==> run_1/m1.png <==
(4 px per um) Supply wires on this layer in gray.
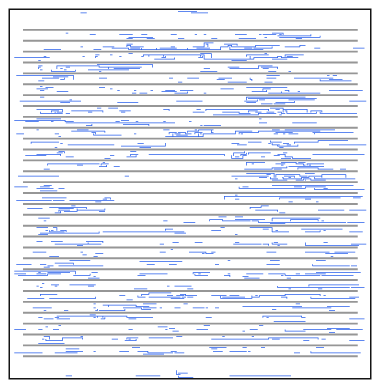
==> run_1/m2.png <==
(3 px per um)
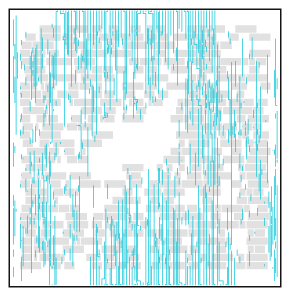
==> run_1/m3.png <==
(4 px per um)
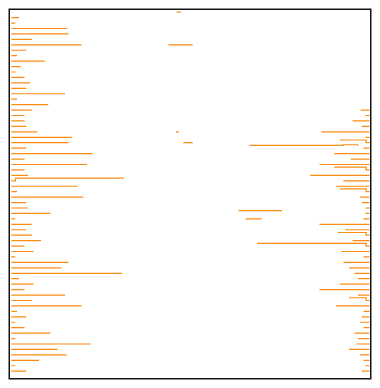
==> run_1/pinout.png <==
(4 px per um) Pins as bars across the die edge, other pins in gray.
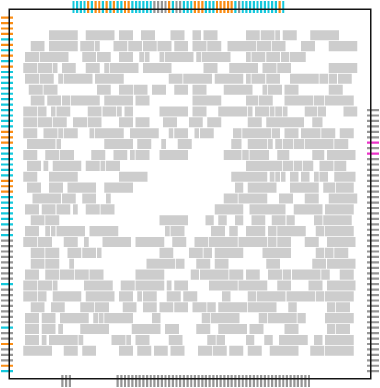
--- src/rtl/uv_uart_arb.sv ---
// uv_uart_arb: round-robin arbiter sharing one uv_uart slave port among NREQ masters.
// Optional response timeout with error reply: define UV_UART_ARB_TMO_EN.
module uv_uart_arb #(
   parameter int NREQ    = 2,
   parameter int ALEN    = 12,
   parameter int DLEN    = 32,
   parameter int MLEN    = DLEN / 8,
   parameter int TMO_CYC = 256
) (
   input  logic                 clk,
   input  logic                 rst_n,
   input  logic [NREQ-1:0]      m_req_vld,
   output logic [NREQ-1:0]      m_req_rdy,
   input  logic [NREQ-1:0]      m_req_read,
   input  logic [NREQ*ALEN-1:0] m_req_addr,
   input  logic [NREQ*MLEN-1:0] m_req_mask,
   input  logic [NREQ*DLEN-1:0] m_req_data,
   output logic [NREQ-1:0]      m_rsp_vld,
   input  logic [NREQ-1:0]      m_rsp_rdy,
   output logic [1:0]           m_rsp_excp,
   output logic [DLEN-1:0]      m_rsp_data,
   output logic                 uart_req_vld,
   input  logic                 uart_req_rdy,
   output logic                 uart_req_read,
   output logic [ALEN-1:0]      uart_req_addr,
   output logic [MLEN-1:0]      uart_req_mask,
   output logic [DLEN-1:0]      uart_req_data,
   input  logic                 uart_rsp_vld,
   output logic                 uart_rsp_rdy,
   input  logic [1:0]           uart_rsp_excp,
   input  logic [DLEN-1:0]      uart_rsp_data
);
   localparam int GW = (NREQ > 1) ? $clog2(NREQ) : 1;
   localparam logic [2:0] IDLE = 3'd0;
   localparam logic [2:0] REQ  = 3'd1;
   localparam logic [2:0] RSP  = 3'd2;
`ifdef UV_UART_ARB_TMO_EN
   localparam logic [2:0] ERR   = 3'd3;
   localparam logic [2:0] DRAIN = 3'd4;
`endif

   logic [2:0]    state, state_nxt;
   logic [GW-1:0] gnt, ptr, pick, ptr_nxt;
   logic          req_act, rsp_act, err_act, drn_act, tmo_hit;
   int            idx;

   // scan from ptr upward; iterating downward lets the closest requester win
   always_comb begin
      pick = ptr;
      idx  = 0;
      for (int k = NREQ - 1; k >= 0; k--) begin
         idx = int'(ptr) + k;
         idx = (idx >= NREQ) ? idx - NREQ : idx;
         if (m_req_vld[idx]) pick = GW'(idx);
      end
   end

   assign ptr_nxt = (int'(gnt) == NREQ - 1) ? '0 : gnt + 1'b1;
   assign req_act = state == REQ;
   assign rsp_act = state == RSP;

`ifdef UV_UART_ARB_TMO_EN
   logic [15:0] tmo_cnt;
   assign err_act = state == ERR;
   assign drn_act = state == DRAIN;
   assign tmo_hit = rsp_act && !uart_rsp_vld && tmo_cnt == 16'(TMO_CYC - 1);
   always_ff @(posedge clk or negedge rst_n) begin
      if (!rst_n) tmo_cnt <= '0;
      else tmo_cnt <= !rsp_act ? '0 : uart_rsp_vld ? tmo_cnt : tmo_cnt + 1'b1;
   end
`else
   assign err_act = 1'b0;
   assign drn_act = 1'b0;
   assign tmo_hit = 1'b0;
`endif

   assign uart_req_vld  = req_act & m_req_vld[gnt];
   assign uart_req_read = req_act & m_req_read[gnt];
   assign uart_req_addr = req_act ? m_req_addr[gnt*ALEN +: ALEN] : '0;
   assign uart_req_mask = req_act ? m_req_mask[gnt*MLEN +: MLEN] : '0;
   assign uart_req_data = req_act ? m_req_data[gnt*DLEN +: DLEN] : '0;
   assign m_req_rdy     = req_act ? NREQ'(uart_req_rdy) << gnt : '0;
   assign m_rsp_vld     = (rsp_act || err_act) ? NREQ'(uart_rsp_vld | err_act) << gnt : '0;
   assign uart_rsp_rdy  = (rsp_act & m_rsp_rdy[gnt]) | drn_act;
   assign m_rsp_excp    = rsp_act ? uart_rsp_excp : err_act ? 2'b10 : 2'b00;
   assign m_rsp_data    = rsp_act ? uart_rsp_data : '0;

   always_comb begin
      state_nxt = state;
      case (state)
         IDLE:    state_nxt = |m_req_vld ? REQ : IDLE;
         REQ:     state_nxt = (uart_req_vld && uart_req_rdy) ? RSP : REQ;
`ifdef UV_UART_ARB_TMO_EN
         RSP:     state_nxt = (uart_rsp_vld && m_rsp_rdy[gnt]) ? IDLE : tmo_hit ? ERR : RSP;
         ERR:     state_nxt = m_rsp_rdy[gnt] ? DRAIN : ERR;
         DRAIN:   state_nxt = uart_rsp_vld ? IDLE : DRAIN;
`else
         RSP:     state_nxt = (uart_rsp_vld && m_rsp_rdy[gnt]) ? IDLE : RSP;
`endif
         default: state_nxt = IDLE;
      endcase
   end

   always_ff @(posedge clk or negedge rst_n) begin
      if (!rst_n) begin
         state <= IDLE;
         gnt   <= '0;
         ptr   <= '0;
      end else begin
         state <= state_nxt;
         if (state == IDLE && |m_req_vld) gnt <= pick;
         if (uart_req_vld && uart_req_rdy) ptr <= ptr_nxt;
      end
   end
endmodule

--- config.mk ---
export PLATFORM = sky130hd
export DESIGN_NAME = uv_uart_arb
export DESIGN_NICKNAME = d
export VERILOG_FILES = /design/src/rtl/uv_uart_arb.sv
export SDC_FILE = /design/constraint.sdc
export NUM_CORES = 1
export LEC_CHECK = 0
export CORE_AREA = 3 3 87 89
export DETAILED_ROUTE_END_ITERATION = 10
export DIE_AREA = 0 0 90 92
export PLACE_DENSITY_LB_ADDON = 0.08
export SLEW_MARGIN = 20
export SYNTH_ARGS = -nofsm -noshare
export SYNTH_HDL_FRONTEND = slang
export SYNTH_SLANG_ARGS = --single-unit
--- constraint.sdc ---
create_clock -name clk -period 2.39 [get_ports clk]
set_input_delay 0.717 -clock clk [delete_from_list [all_inputs] [get_ports clk]]
set_output_delay 0.717 -clock clk [all_outputs]
set_load 0.05 [all_outputs]
==> CHANGELOG.md, run 1 <==
### Physical design

- Area Growth Syn to Fin: 265%
- Worst path cell trace: clkdlybuf4s50_1 -> mux2i_2 -> nor2_2 -> buf_12
- Gr ovfl total: 0
- Mapped Cells: 176
- Mux cell area share after synthesis: 0.408
- Mapped Avg Cell Area: 7.18 um^2
- Uppermost layer routed: met4
- Max H-tree Level: 1
- Worst r2r path cells: 5
- CP arrival: 1.63 ns
- Antenna-violating nets left: 0
- Syn Nets: 316
- Commonest Layout Cell: clkdlybuf4s50_1
- Synth logic family: multiplexers
- CP Class: in -> out
- Cell Type Count: 23
- Post-CTS Setup Inserts: 1
- Chip Area: 0.00828 mm^2
- Period utilisation layout: 0.982
- Num rows: 30
- Ant. Diodes: 0
- Setup slack after layout: 0.0441 ns
- FP Core Util: 0.185
- XOR/XNOR Area Share: 0
- CP top delay family: buffers and inverters
- Switch share: 0.529
- NumNets Final: 542
- Slew HR: 0.742
- Worst vdd ir: 0.000740 V
- Clock sink count: 4
- Bufs and invs on worst path: 2
- Tool warnings: 26
- Slowest stage cell, crit path: clkdlybuf4s50_1
- YS warnings: 0
- Synthesized registers: 4
- Most frequent cells in the layout: clkdlybuf4s50_1 (136), buf_12 (91), mux2i_1 (49)
- Metal-1 WL: 2.44 mm
- TritonCTS clock tree: done
- Number of global-route vias before repair: 2,211
- Core ar.: 0.00683 mm^2
- Clock buffer depth: 2
- PwrDens: 1300 mW/mm^2
- Critical path fanouts, max: 2
- Fin. Hold Viols: 0
- Worst setup EP type: output pin
- Dpl cell area: 0.00452 mm^2
- Hold Buf Count CTS: 0
- Post-Synth Adder-Cell Area: 0
- Clk power: 0.000154 W
- Hold Path Class: reg -> reg
- I/O pins: 229
- Hold path depth: 2
- Post-layout util: 0.675
- Clock root buffer master: clkbuf_8
- Outcome: finished, final reports clean
- Worst-Margin Slew: 0.387 ns
- YS chip area: 0.00126 mm^2
- Critical Path Max Stage Delay: 0.44 ns
- Sum Neg Setup Slack: 0 ns
- Tmin final: 2.35 ns
- P_comb: 0.00566 W
- Global placer's final weighted congestion: 0.847
- Psw: 0.00316 W
- Met2 wire len: 4.47 mm
- Lkg Pwr: 2.00 nW
About m1.png:
436 nets have wire on it. The wires run mostly horizontal.
Routed WL: 7.76 mm
via count: 2,053
M1 GR Usage: 0.166

About m2.png:
The layer carries 4,470 um of wire. 466 nets have wire on it. The longest straight run is 60.8 um. The layer holds 58% of the routed length. The wires run mostly vertical.
met2 Use GR: 0.373

About m3.png:
The wires run mostly horizontal. 119 nets have wire on it. The layer carries 786 um of wire. The layer holds 10% of the routed length. The longest straight run is 27.4 um.
GR Util met3: 0.0640

About pinout.png:
Cyan stands for m_req_data, pins 64, direction input, edge 34 north, 30 west. Orange stands for uart_req_data, pins 32, direction output, edge 17 north, 15 west. Magenta stands for m_req_vld, pins 2, direction input, edge east.
Die Span Y: 92 um
PortBufs: 228
Die X: 90 um

==> run 1: sequential cells by signal, indices dropped and copies added (netlist names) <==
signal  count
gnt         1
ptr         1
state       2
==> run 1: area by class of cell <==
cell class,count,area [um^2]
Clock buffer,4,45.0
Fill cell,536,2220
Inverter,1,3.75
Multi-Input combinational cell,155,1070
Sequential cell,4,101
Tap cell,96,120
Timing Repair Buffer,237,3270
==> run 1: final timing paths <==
| kind | startpoint | endpoint | slack, ns |
|---|---|---|---|
| worst max-delay path | m_req_vld[1] | uart_req_vld | 0.04 |
| worst min-delay path | ptr$_DFFE_PN0P_ | ptr$_DFFE_PN0P_ | 0.50 |
| worst max register to register | state[1]$_DFF_PN0_ | ptr$_DFFE_PN0P_ | 1.04 |
| worst min register to register | ptr$_DFFE_PN0P_ | ptr$_DFFE_PN0P_ | 0.50 |
| max in group asynchronous | rst_n | gnt$_DFFE_PN0P_ | 1.47 |
| min in group asynchronous | rst_n | state[1]$_DFF_PN0_ | 0.72 |
==> run 1: cell usage after synthesis <==
master,count,share of area
buf_2,6,0.024
and3_1,2,0.0099
nor2b_2,1,0.0069
nand2_1,3,0.0089
o2bb2ai_1,1,0.0069
and2_1,35,0.17
mux2_2,1,0.0089
inv_1,1,0.0030
a21oi_1,1,0.0040
nor3_2,1,0.0079
mux2i_1,49,0.39
o21ai_1,1,0.0040
dfrtp_1,4,0.079
nor3_1,1,0.0040
clkbuf_1,2,0.0059
nor2_1,54,0.16
nand2b_1,1,0.0050
buf_6,7,0.062
nand3b_1,1,0.0059
buf_4,1,0.0059
o31ai_2,1,0.0099
mux2i_2,1,0.011
a31oi_1,1,0.0050
==> run_1/placed.png <==
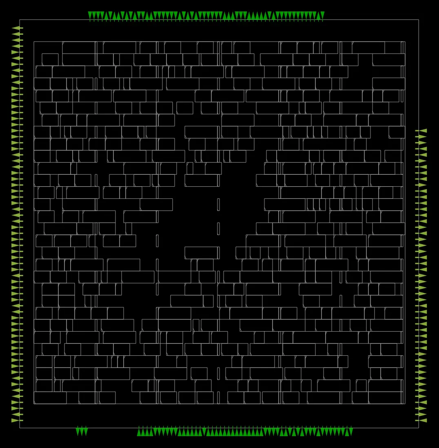

==> run 2, diff against run 1 <==
CELL_PAD_IN_SITES_DETAIL_PLACEMENT = 1   (was default)
CELL_PAD_IN_SITES_GLOBAL_PLACEMENT = 1   (was default)
CORE_AREA = default   (was 3 3 87 89)
CORE_MARGIN = 3   (was default)
CORE_UTILIZATION = 12   (was default)
DIE_AREA = default   (was 0 0 90 92)
GPL_TIMING_DRIVEN = 0   (was default)
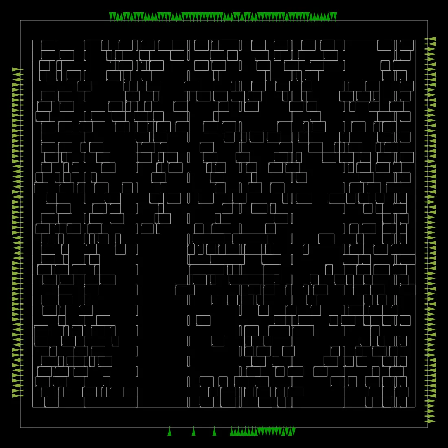
(run_2/placed.png)
post-layout util: 0.352
fillcell total: 1,247
final std cells w/o fill: 545
sequential share of cell area: 0.0284

==> CHANGELOG.md, run 2 <==
### Physical design

- Die Span Y: 109 um (+18%)
- CP arrival: 1.64 ns (about the same)
- Top-count cell post-synth: nor2_1
- Post-Synth Adder-Cell Area: 0 (unchanged)
- Synth cell count leaders: nor2_1 (54), mux2i_1 (49), and2_1 (35)
- CP Class: in -> out
- Num rows: 36 (+20%)
- DRC violation count after routing: 0
- Slew HR: 0.809 (+0.0666)
- Slowest stage cell, crit path: clkdlybuf4s50_1
- Worst vdd ir: 0.000722 V (-2.5%)
- Largest register by flop count: state
- Ys flop type: dfrtp_1
- Largest regs: state (2), gnt (1), ptr (1)
- NumNets Final: 552 (+1.8%)
- Most frequent cells in the layout: clkdlybuf4s50_1 (134), nor2_1 (54), mux2i_1 (49)
- Met2 wire len: 4.23 mm (-5.2%)
- Hold Buf Count CTS: 0 (unchanged)
- Core ar.: 0.0100 mm^2 (+46%)
- Top cells by area: mux2i_1 (39%), and2_1 (17%), nor2_1 (16%)
- Mapped Cells: 176 (unchanged)
- Switch share: 0.651 (+0.122)
- Setup slack after layout: 0.0308 ns (-0.0133 ns)
- FP Core Util: 0.126 (-0.0586)
- PortBufs: 228 (unchanged)
- Tmin final: 2.36 ns (+0.0133 ns)
- Worst-Margin Slew: 0.288 ns (-0.0985 ns)
- Metal-1 WL: 2.65 mm (+8.3%)
- Commonest Layout Cell: clkdlybuf4s50_1
- Worst setup EP type: output pin
- Drt wl/cell: 15.2 um
- Mux cell area share after synthesis: 0.408 (unchanged)
- Cell Type Count: 23 (unchanged)
- Clock sink count: 4 (unchanged)
- F_max: 0.424 GHz
- Global placer's final weighted congestion: 0.708 (-16%)
- Max H-tree Level: 1 (unchanged)
- M1 GR Usage: 0.116 (-0.0497)
- Antenna-violating nets left: 0 (unchanged)
- Routed wl met3: 1.33 mm
- Tool warnings: 26 (unchanged)
- Uppermost layer routed: met4
- Clock root buffer master: clkbuf_8
- Bufs and invs on worst path: 2 (unchanged)
- Post-synth ARST share: 1.00 (unchanged)
- Gr ovfl total: 0 (unchanged)
- Chip Area: 0.0118 mm^2 (+42%)
- Synth logic family: multiplexers
- Dpl cell area: 0.00371 mm^2 (-18%)
- Lkg Pwr: 1.71 nW (-14%)
- Synthesized registers: 4 (unchanged)
- TritonCTS clock tree: done
- Fin. Hold Viols: 0 (unchanged)
- Sum Neg Setup Slack: 0 ns (unchanged)
- Die X: 109 um (+21%)
- Area leader share: 0.388 (unchanged)
- EDFF count, synth: 0 (unchanged)
- YS chip area: 0.00126 mm^2 (unchanged)
- Critical path fanouts, max: 1 (-1)
- Reg clk slew, reported paths: 0.03 ns
- Psw: 0.00285 W (-9.7%)
- Largest register FFs: 2 (unchanged)
- CP top delay family: buffers and inverters
- Critical Path Max Stage Delay: 0.45 ns (about the same)
- Period utilisation layout: 0.987 (+0.00556)
- Syn Nets: 316 (unchanged)
- Area Growth Syn to Fin: 179%
- Number of global-route vias before repair: 2,312 (+4.6%)
- Cell type with the largest total area: mux2i_1
- Outcome: finished, final reports clean
- First-pass detailed-route iteration total: 4
- Final Power: 0.00438 W
- Clock buffer depth: 2 (unchanged)
- PwrDens: 1240 mW/mm^2 (-3.9%)
- Worst path cell trace: clkdlybuf4s50_1 -> and2_1 -> clkdlybuf4s15_2
- I/O pins: 229 (unchanged)
- YS warnings: 0 (unchanged)
- Hold Path Class: reg -> reg
- Mapped Avg Cell Area: 7.18 um^2 (unchanged)
- Post-DP HPWL: 7.36 mm
- Met2 Use GR: 0.248 (-0.124)
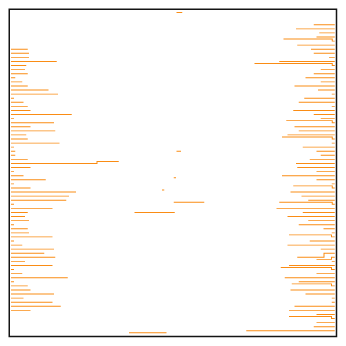
(run_2/m3.png)
(3 px per um)
The wires run mostly horizontal. 144 nets have wire on it.
via count: 2,142
GR Util met3: 0.0616
Routed WL: 8.31 mm

-- run 2: cell counts after synthesis --
No cell type changed its count.
-- run 2: layout make-up --
| cell class | count | area, um^2 |
|---|---|---|
| repair buffers | 231 | 2010 |
| clock buffers | 3 | 41.3 |
| plain buffers | 16 | 140 |
| flip-flops and latches | 4 | 100 |
| fillers | 1247 | 6480 |
| well taps | 133 | 166 |
| diodes | 2 | 5.00 |
| inverters | 1 | 3.75 |
| multi-input cells | 155 | 1050 |
-- run 2: worst paths after layout --
check	to	start	depth (start not counted)	slack, ns
max in group asynchronous	gnt$_DFFE_PN0P_	rst_n	1	1.51
worst max register to register	ptr$_DFFE_PN0P_	state[1]$_DFF_PN0_	5	1.09
worst min register to register	ptr$_DFFE_PN0P_	ptr$_DFFE_PN0P_	2	0.51
min in group asynchronous	state[1]$_DFF_PN0_	rst_n	1	0.71
worst max-delay path	m_rsp_data[31]	uart_rsp_data[31]	3	0.03
worst min-delay path	ptr$_DFFE_PN0P_	ptr$_DFFE_PN0P_	2	0.51
-- run 2: worst min-delay path, stage by stage, from the launching register on --
cell	delay (ns)
dfrtp_1	0.34
o21ai_1	0.08
o31ai_2	0.05
-- run 2: timing repair --
item,in CTS,in global routing
setup buffers,3,0
pin swaps,1,0
resized,445,44
gates cloned,0,0
endpoints found under the hold margin,0,0
setup endpoints to repair,89,49
-- run 2: power groups by stage --
stage	combinational, W	sequential, W	clock, W
after floorplan	0.00292	0.000127	0
after global placement	0.00441	0.000137	0
after detailed placement	0.00442	0.000140	0
after CTS	0.00406	0.000141	0.000149
after global routing	0.00435	0.000149	0.000152
final	0.00410	0.000139	0.000143
==> run_2/pinout.png <==
(3 px per um) Pins as bars across the die edge, other pins in gray.
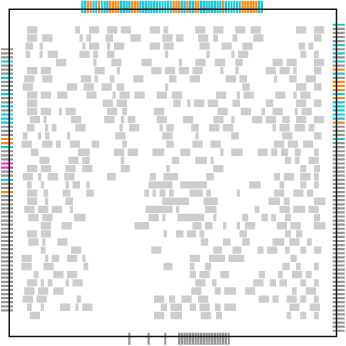

==> run 3, diff against run 2 <==
ABC_AREA = 0   (was default)
CORE_UTILIZATION = 10   (was 12)
GPL_TIMING_DRIVEN = default   (was 0)
clock period = 2.1 ns   (was 2.39 ns; I/O delays follow)
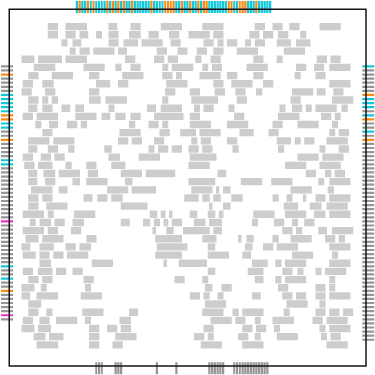
(run_3/pinout.png)
(3 px per um) Pins as bars across the die edge, other pins in gray.
Cyan stands for m_req_data, pins 64, direction input, edge 47 north, 11 west, 6 east. Orange stands for uart_req_data, pins 32, direction output, edge 24 north, 5 west, 3 east. Magenta stands for m_req_vld, pins 2, direction input, edge west.
All pins by edge: 71 north, 68 east, 63 west, 27 south.
Die Span Y: 118 um
Die X: 118 um

==> CHANGELOG.md, run 3 <==
### Physical design

- YS chip area: 0.00126 mm^2 (unchanged)
- Top cells by area: mux2i_1 (39%), and2_1 (17%), nor2_1 (16%)
- Hold Path Class: reg -> reg
- Largest regs: state (2), gnt (1), ptr (1)
- Commonest Layout Cell: clkdlybuf4s50_1
- Post-synth ARST share: 1.00 (unchanged)
- FP Core Util: 0.104 (-0.0225)
- Top-count cell post-synth: nor2_1
- CP arrival: 1.51 ns (-0.13 ns)
- Outcome: finished with violations
- Setup slack after layout: -0.0364 ns (-0.0672 ns)
- Cell Type Count: 23 (unchanged)
- Most frequent cells in the layout: clkdlybuf4s50_1 (108), buf_12 (94), nor2_2 (39)
- Number of global-route vias before repair: 2,369 (+2.5%)
- Tool warnings: 29 (+12%)
- Antenna-violating nets left: 0 (unchanged)
- Post-DP HPWL: 7.39 mm (+0.35%)
- Clock root buffer master: clkbuf_16
- PwrDens: 1550 mW/mm^2 (+24%)
- Synth logic family: multiplexers
- Core ar.: 0.0122 mm^2 (+22%)
- Slew HR: 0.827 (+0.0183)
- Syn Nets: 316 (unchanged)
- Worst vdd ir: 0.000798 V (+11%)
- Period utilisation layout: 1.02
- Num rows: 40 (+11%)
- I/O pins: 229 (unchanged)
- Worst-Margin Slew: 0.252 ns (-0.0360 ns)
- Largest register by flop count: state
- Cell type with the largest total area: mux2i_1
- Mapped Avg Cell Area: 7.18 um^2 (unchanged)
- Drt wl/cell: 16.3 um (+7.0%)
- Post-CTS Setup Inserts: 5 (+2)
- Logic cell area: 0.00134 mm^2 (+27%)
- Failing checks: setup timing
- Bufs and invs on worst path: 3 (+1)
- F_max: 0.468 GHz
- PostCTS Resize Cnt: 65 (-85%)
- Final setup fails: 35
- Routed WL: 9.64 mm (+16%)
- Reg clk slew, reported paths: 0.03 ns (about the same)
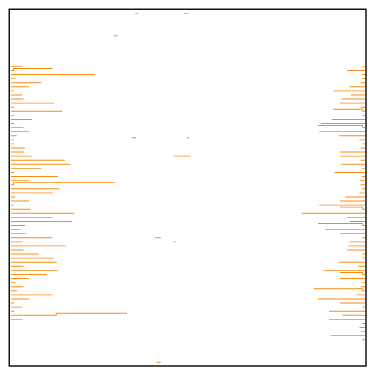
(run_3/m3.png)
(3 px per um)
The layer carries 975 um of wire. The longest straight run is 33.6 um.
GR Util met3: 0.0469
via count: 2,259

run 3: routing by layer:
metal  track usage  wire length (um)  vias up
met4        0.0326               153        0
li1              -                 -     1078
met2         0.224              4900      141
met1         0.135              3620     1032
met3        0.0469               975        8
met5             0                 0        -
run 3: cell type report:
| cell class | instances | share of cell area |
|---|---|---|
| repair buffers | 256 | 0.670 |
| multi-input cells | 156 | 0.254 |
| well taps | 168 | 0.0399 |
| flip-flops and latches | 4 | 0.0200 |
| clock buffers | 4 | 0.0150 |
| diodes | 2 | 0.000950 |
| inverters | 1 | 0.000713 |
run 3: worst paths after layout:
path	from	to	slack (ns)	depth (start not counted)
worst max-delay path	state[1]$_DFF_PN0_	uart_req_data[24]	-0.04	5
worst min-delay path	ptr$_DFFE_PN0P_	ptr$_DFFE_PN0P_	0.54	2
worst max register to register	gnt$_DFFE_PN0P_	ptr$_DFFE_PN0P_	0.63	5
worst min register to register	ptr$_DFFE_PN0P_	ptr$_DFFE_PN0P_	0.54	2
max in group asynchronous	rst_n	gnt$_DFFE_PN0P_	1.29	1
min in group asynchronous	rst_n	ptr$_DFFE_PN0P_	0.62	1
run 3: power by group through the flow:
stage,Combinational [W],Clock [W],Sequential [W]
floorplan,0.00332,0,0.000144
global placement,0.00657,0,0.000212
detailed placement,0.00658,0,0.000215
CTS,0.00710,0.000308,0.000219
global route,0.00796,0.000323,0.000207
finish,0.00764,0.000310,0.000197
run 3: stage by stage:
step                      hold slack (ns)  area, um^2  power [W]  utilization  setup WS (ns)
after floorplan                     0.334        1260    0.00346            -       -0.00541
after detailed placement            0.526        4660    0.00680        0.384         -0.282
after global routing                0.571        5260    0.00849        0.433         -0.111
final                               0.540        5270    0.00815        0.433        -0.0364
after global placement              0.515        4660    0.00678        0.384         -0.257
after CTS                           0.534        4940    0.00763        0.406        -0.0724
Power figures rest on the tool's default switching activity, not on a simulated workload.
